Fig. 1: routed metal, one color a layer
(8 px per um) Only two layers are drawn.
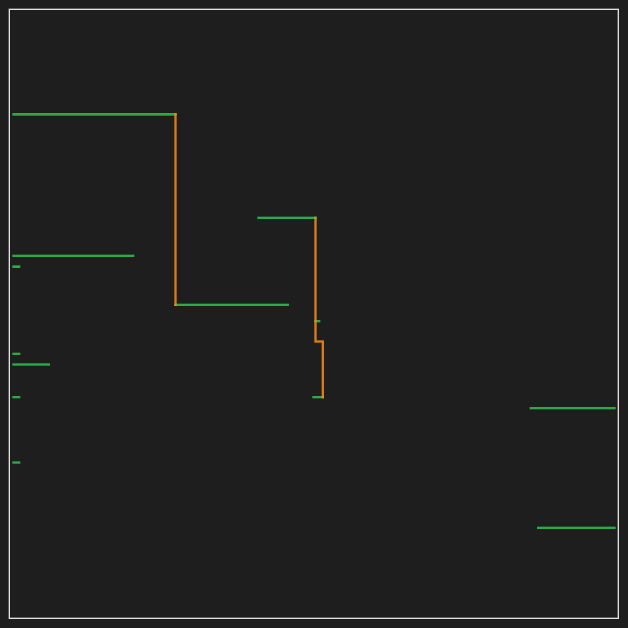
Fig. 2: zoomed window
Window x 47 to 67, y 47 to 67 um. Cells in gray, sequential cells in the stronger gray; small squares are vias.
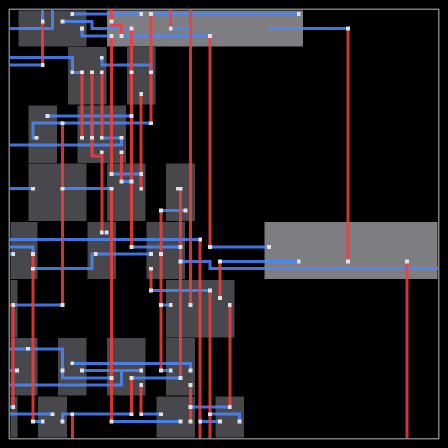
==> config.mk <==
export PLATFORM = sky130hd
export DESIGN_NAME = bist_sched_flat
export DESIGN_NICKNAME = d
export VERILOG_FILES = /design/src/rtl/bist_sched_if.sv /design/src/rtl/bist_sched.sv /design/src/flat_wrapper.sv
export SDC_FILE = /design/constraint.sdc
export NUM_CORES = 1
export LEC_CHECK = 0
export ABC_AREA = 1
export CELL_PAD_IN_SITES_DETAIL_PLACEMENT = 1
export CELL_PAD_IN_SITES_GLOBAL_PLACEMENT = 1
export CORE_MARGIN = 4
export CORE_UTILIZATION = 30
export DETAILED_ROUTE_END_ITERATION = 12
export PLACE_DENSITY_LB_ADDON = 0.1
export SYNTH_ARGS = -nofsm -noshare
export SYNTH_HDL_FRONTEND = slang
export SYNTH_SLANG_ARGS = --single-unit
==> constraint.sdc <==
create_clock -name clk -period 1.7 [get_ports clk]
set_clock_uncertainty 0.15 [all_clocks]
set_input_delay 0.34 -clock clk [delete_from_list [all_inputs] [get_ports clk]]
set_output_delay 0.34 -clock clk [all_outputs]
set_load 0.02 [all_outputs]
==> src/rtl/bist_sched_if.sv <==
`timescale 1ns/1ps
// System request/result and BIST engine handshake signals for the run sequencer.
// The master modport is the sequencer's view; the slave modport is the system and engine side.
interface bist_sched_if #(
  parameter int CNT_W = 3
);
  logic             go;
  logic             busy;
  logic             fin;
  logic             pass;
  logic [CNT_W-1:0] fail_cnt;
  logic             timeout;
  logic             bist_start;
  logic             bist_status;
  logic             bist_done;

  modport master (
    input  go,
    input  bist_status,
    input  bist_done,
    output busy,
    output fin,
    output pass,
    output fail_cnt,
    output timeout,
    output bist_start
  );

  modport slave (
    output go,
    output bist_status,
    output bist_done,
    input  busy,
    input  fin,
    input  pass,
    input  fail_cnt,
    input  timeout,
    input  bist_start
  );
endinterface

==> src/rtl/bist_sched.sv <==
`timescale 1ns/1ps
// Run sequencer for the memory BIST engine: launches RUNS back-to-back runs per request,
// watchdogs each run and holds an aggregated pass / fail-count / timeout result.
module bist_sched #(
  parameter int RUNS    = 4,
  parameter int CNT_W   = 3,
  parameter int TIMEOUT = 1024,
  parameter int TO_W    = 10
) (
  input  logic         clk,
  input  logic         rst,
  bist_sched_if.master bus
);
  typedef enum logic [2:0] {IDLE, LAUNCH, WAIT, GAP, REPORT} state_t;

  localparam logic [CNT_W-1:0] LAST_RUN = CNT_W'(RUNS - 1);
  localparam logic [TO_W-1:0]  WDOG_MAX = TO_W'(TIMEOUT - 1);

  state_t           state;
  logic             go_d;
  logic             bist_start;
  logic             busy;
  logic             fin;
  logic             pass;
  logic             timeout;
  logic [CNT_W-1:0] fail_cnt;
  logic [CNT_W-1:0] run_cnt;
  logic [TO_W-1:0]  wdog;

  logic             go_rise;
  logic             last_run;
  logic             wdog_exp;
  logic [CNT_W-1:0] fail_upd;

  always_comb begin
    go_rise  = bus.go && !go_d;
    last_run = (run_cnt == LAST_RUN);
    wdog_exp = (wdog == WDOG_MAX);
    fail_upd = fail_cnt;
    // Saturate so an oversized failure count never wraps back to a passing value.
    if (bus.bist_status && (fail_cnt != '1)) fail_upd = fail_cnt + 1'b1;
  end

  always_ff @(posedge clk or negedge rst) begin
    if (!rst) begin
      state      <= IDLE;
      go_d       <= 1'b0;
      bist_start <= 1'b0;
      busy       <= 1'b0;
      fin        <= 1'b0;
      pass       <= 1'b0;
      timeout    <= 1'b0;
      fail_cnt   <= '0;
      run_cnt    <= '0;
      wdog       <= '0;
    end else begin
      go_d       <= bus.go;
      bist_start <= 1'b0;
      fin        <= 1'b0;
      case (state)
        IDLE: begin
          if (go_rise) begin
            fail_cnt   <= '0;
            timeout    <= 1'b0;
            pass       <= 1'b0;
            run_cnt    <= '0;
            wdog       <= '0;
            bist_start <= 1'b1;
            busy       <= 1'b1;
            state      <= LAUNCH;
          end
        end
        LAUNCH: begin
          wdog  <= '0;
          state <= WAIT;
        end
        WAIT: begin
          wdog <= wdog + 1'b1;
          // A completion on the expiry cycle still counts as a finished run.
          if (bus.bist_done) begin
            fail_cnt <= fail_upd;
            run_cnt  <= run_cnt + 1'b1;
            if (last_run) begin
              fin   <= 1'b1;
              state <= REPORT;
            end else begin
              state <= GAP;
            end
          end else if (wdog_exp) begin
            timeout <= 1'b1;
            fin     <= 1'b1;
            state   <= REPORT;
          end
        end
        GAP: begin
          // Done is a level; wait for it to fall so one completion is never counted twice.
          if (!bus.bist_done) begin
            bist_start <= 1'b1;
            state      <= LAUNCH;
          end
        end
        REPORT: begin
          pass  <= (fail_cnt == '0) && !timeout;
          busy  <= 1'b0;
          state <= IDLE;
        end
        default: begin
          busy  <= 1'b0;
          state <= IDLE;
        end
      endcase
    end
  end

  assign bus.bist_start = bist_start;
  assign bus.busy       = busy;
  assign bus.fin        = fin;
  assign bus.pass       = pass;
  assign bus.fail_cnt   = fail_cnt;
  assign bus.timeout    = timeout;
endmodule

==> src/flat_wrapper.sv <==
// flat-port wrapper written by rule: the top's interface ports become plain ports
module bist_sched_flat 
#(
  parameter int RUNS    = 4,
  parameter int CNT_W   = 3,
  parameter int TIMEOUT = 1024,
  parameter int TO_W    = 10
)
  (clk, rst, bus_go, bus_bist_status, bus_bist_done, bus_busy, bus_fin, bus_pass, bus_fail_cnt, bus_timeout, bus_bist_start);
  bist_sched_if #(.CNT_W(CNT_W)) bus_i ();
  input  logic clk;
  input  logic rst;
  input wire logic [$bits(bus_i.go)-1:0] bus_go;
  input wire logic [$bits(bus_i.bist_status)-1:0] bus_bist_status;
  input wire logic [$bits(bus_i.bist_done)-1:0] bus_bist_done;
  output wire logic [$bits(bus_i.busy)-1:0] bus_busy;
  output wire logic [$bits(bus_i.fin)-1:0] bus_fin;
  output wire logic [$bits(bus_i.pass)-1:0] bus_pass;
  output wire logic [$bits(bus_i.fail_cnt)-1:0] bus_fail_cnt;
  output wire logic [$bits(bus_i.timeout)-1:0] bus_timeout;
  output wire logic [$bits(bus_i.bist_start)-1:0] bus_bist_start;
  assign bus_i.go = bus_go;
  assign bus_i.bist_status = bus_bist_status;
  assign bus_i.bist_done = bus_bist_done;
  assign bus_busy = bus_i.busy;
  assign bus_fin = bus_i.fin;
  assign bus_pass = bus_i.pass;
  assign bus_fail_cnt = bus_i.fail_cnt;
  assign bus_timeout = bus_i.timeout;
  assign bus_bist_start = bus_i.bist_start;
  bist_sched #(.RUNS(RUNS), .CNT_W(CNT_W), .TIMEOUT(TIMEOUT), .TO_W(TO_W)) u_core (.clk(clk), .rst(rst), .bus(bus_i));
endmodule
==> impl_metrics.py <==
# Metrics from the implementation run
metrics = {
    "run_status": {
        "outcome": "finished, final reports clean",
    },
    "place": {
        "pre_cts_ws_ns": -0.0759,
        "placed_area_um2": 1600,
        "dp.cells": 243,
    },
    "power_and_ir_drop": {
        "power_frac_seq_pct": 40.1,
        "power.switching_mw": 0.995,
        "ir_drop_mv": 0.459,
        "power.leakage_nw": 0.873,
        "pwr-share-comb_pct": 43.7,
    },
    "floorplanning": {
        "num_tap_cells": 52,
    },
    "sta": {
        "drv_slew": 0,
    },
    "yosys": {
        "synth.cellmix.compoundShare_pct": 9.03,
        "ys_top_cells_by_area": "dfrtp_1 45%, nand2_1 12%, nand3_1 7.9%",
        "synth_top_area_share_pct": 45.2,
        "synthAdderAreaFrac_pct": 5.42,
        "synth_top_cell_by_count": "nand2_1",
    },
    "cts": {
        "numCtsBuffers": 3,
        "post-cts-setup-buffer-count": 0,
        "root_buffer": "clkbuf_8",
        "cts_tree": "done",
        "cts_buffer_depth": 2,
    },
    "setup_path": {
        "worstPathRequired_ns": 1.77,
        "start_kind": "flip-flop",
        "regToRegSetupSlack_ns": 0.15,
        "arrival_ns": 1.61,
        "crit_family": "simple AND/OR/NAND/NOR gates",
        "crit_type": "flip-flop to flip-flop",
    },
    "finish": {
        "seq_share_pct": 37.9,
        "bufAreaShareNonClock_pct": 9.85,
    },
    "flow_run": {
        "warnings": 27,
    },
    "grt": {
        "overflow": 0,
        "grt_pass1_wl_um": 6250,
        "grt_max_degree": 26,
        "grtUsageTotal_pct": 13.2,
    },
    "route": {
        "routed_wl_um": 3450,
        "viasPerCell": 4.79,
        "ant_nets": 0,
    },
}
About Fig. 1:
color	layer	wire length
orange	metal 4	47.2 um
green	metal 3	84.8 um

About Fig. 2:
color	layer
red	metal 2
blue	metal 1
netlist names of flops here include	u_core.wdog (2)
most frequent	nand2_1 (6), inv_1 (4), nand3_1 (4)
cells with their middle in the window	21
sequential cells in the window	2

per-layer routing:
metal / vias to the layer above / track usage (%) / wire (um)
met5: - / 0 / 0
met3: 5 / 2.61 / 84
met1: 566 / 19.0 / 1760
li1: 600 / - / -
met2: 12 / 19.5 / 1560
met4: 0 / 4.27 / 47
sequential cells by signal (all words and copies together) (netlist names):
name                   cells
u_core.wdog               10
u_core.bus.fail_cnt        3
u_core.bus.bist_start      1
u_core.bus.busy            1
u_core.bus.pass            1
u_core.state               3
u_core.go_d                1
u_core.bus.timeout         1
u_core.run_cnt             3
u_core.bus.fin             1
cells by family after synthesis:
logic type / count (synthesis)
AND/OR/NAND/NOR: 93
adder cells (fa/ha/maj): 6
flip-flops: 25
XOR/XNOR: 1
buffers and inverters: 29
AND-OR/OR-AND: 20
Power figures rest on the tool's default switching activity, not on a simulated workload.
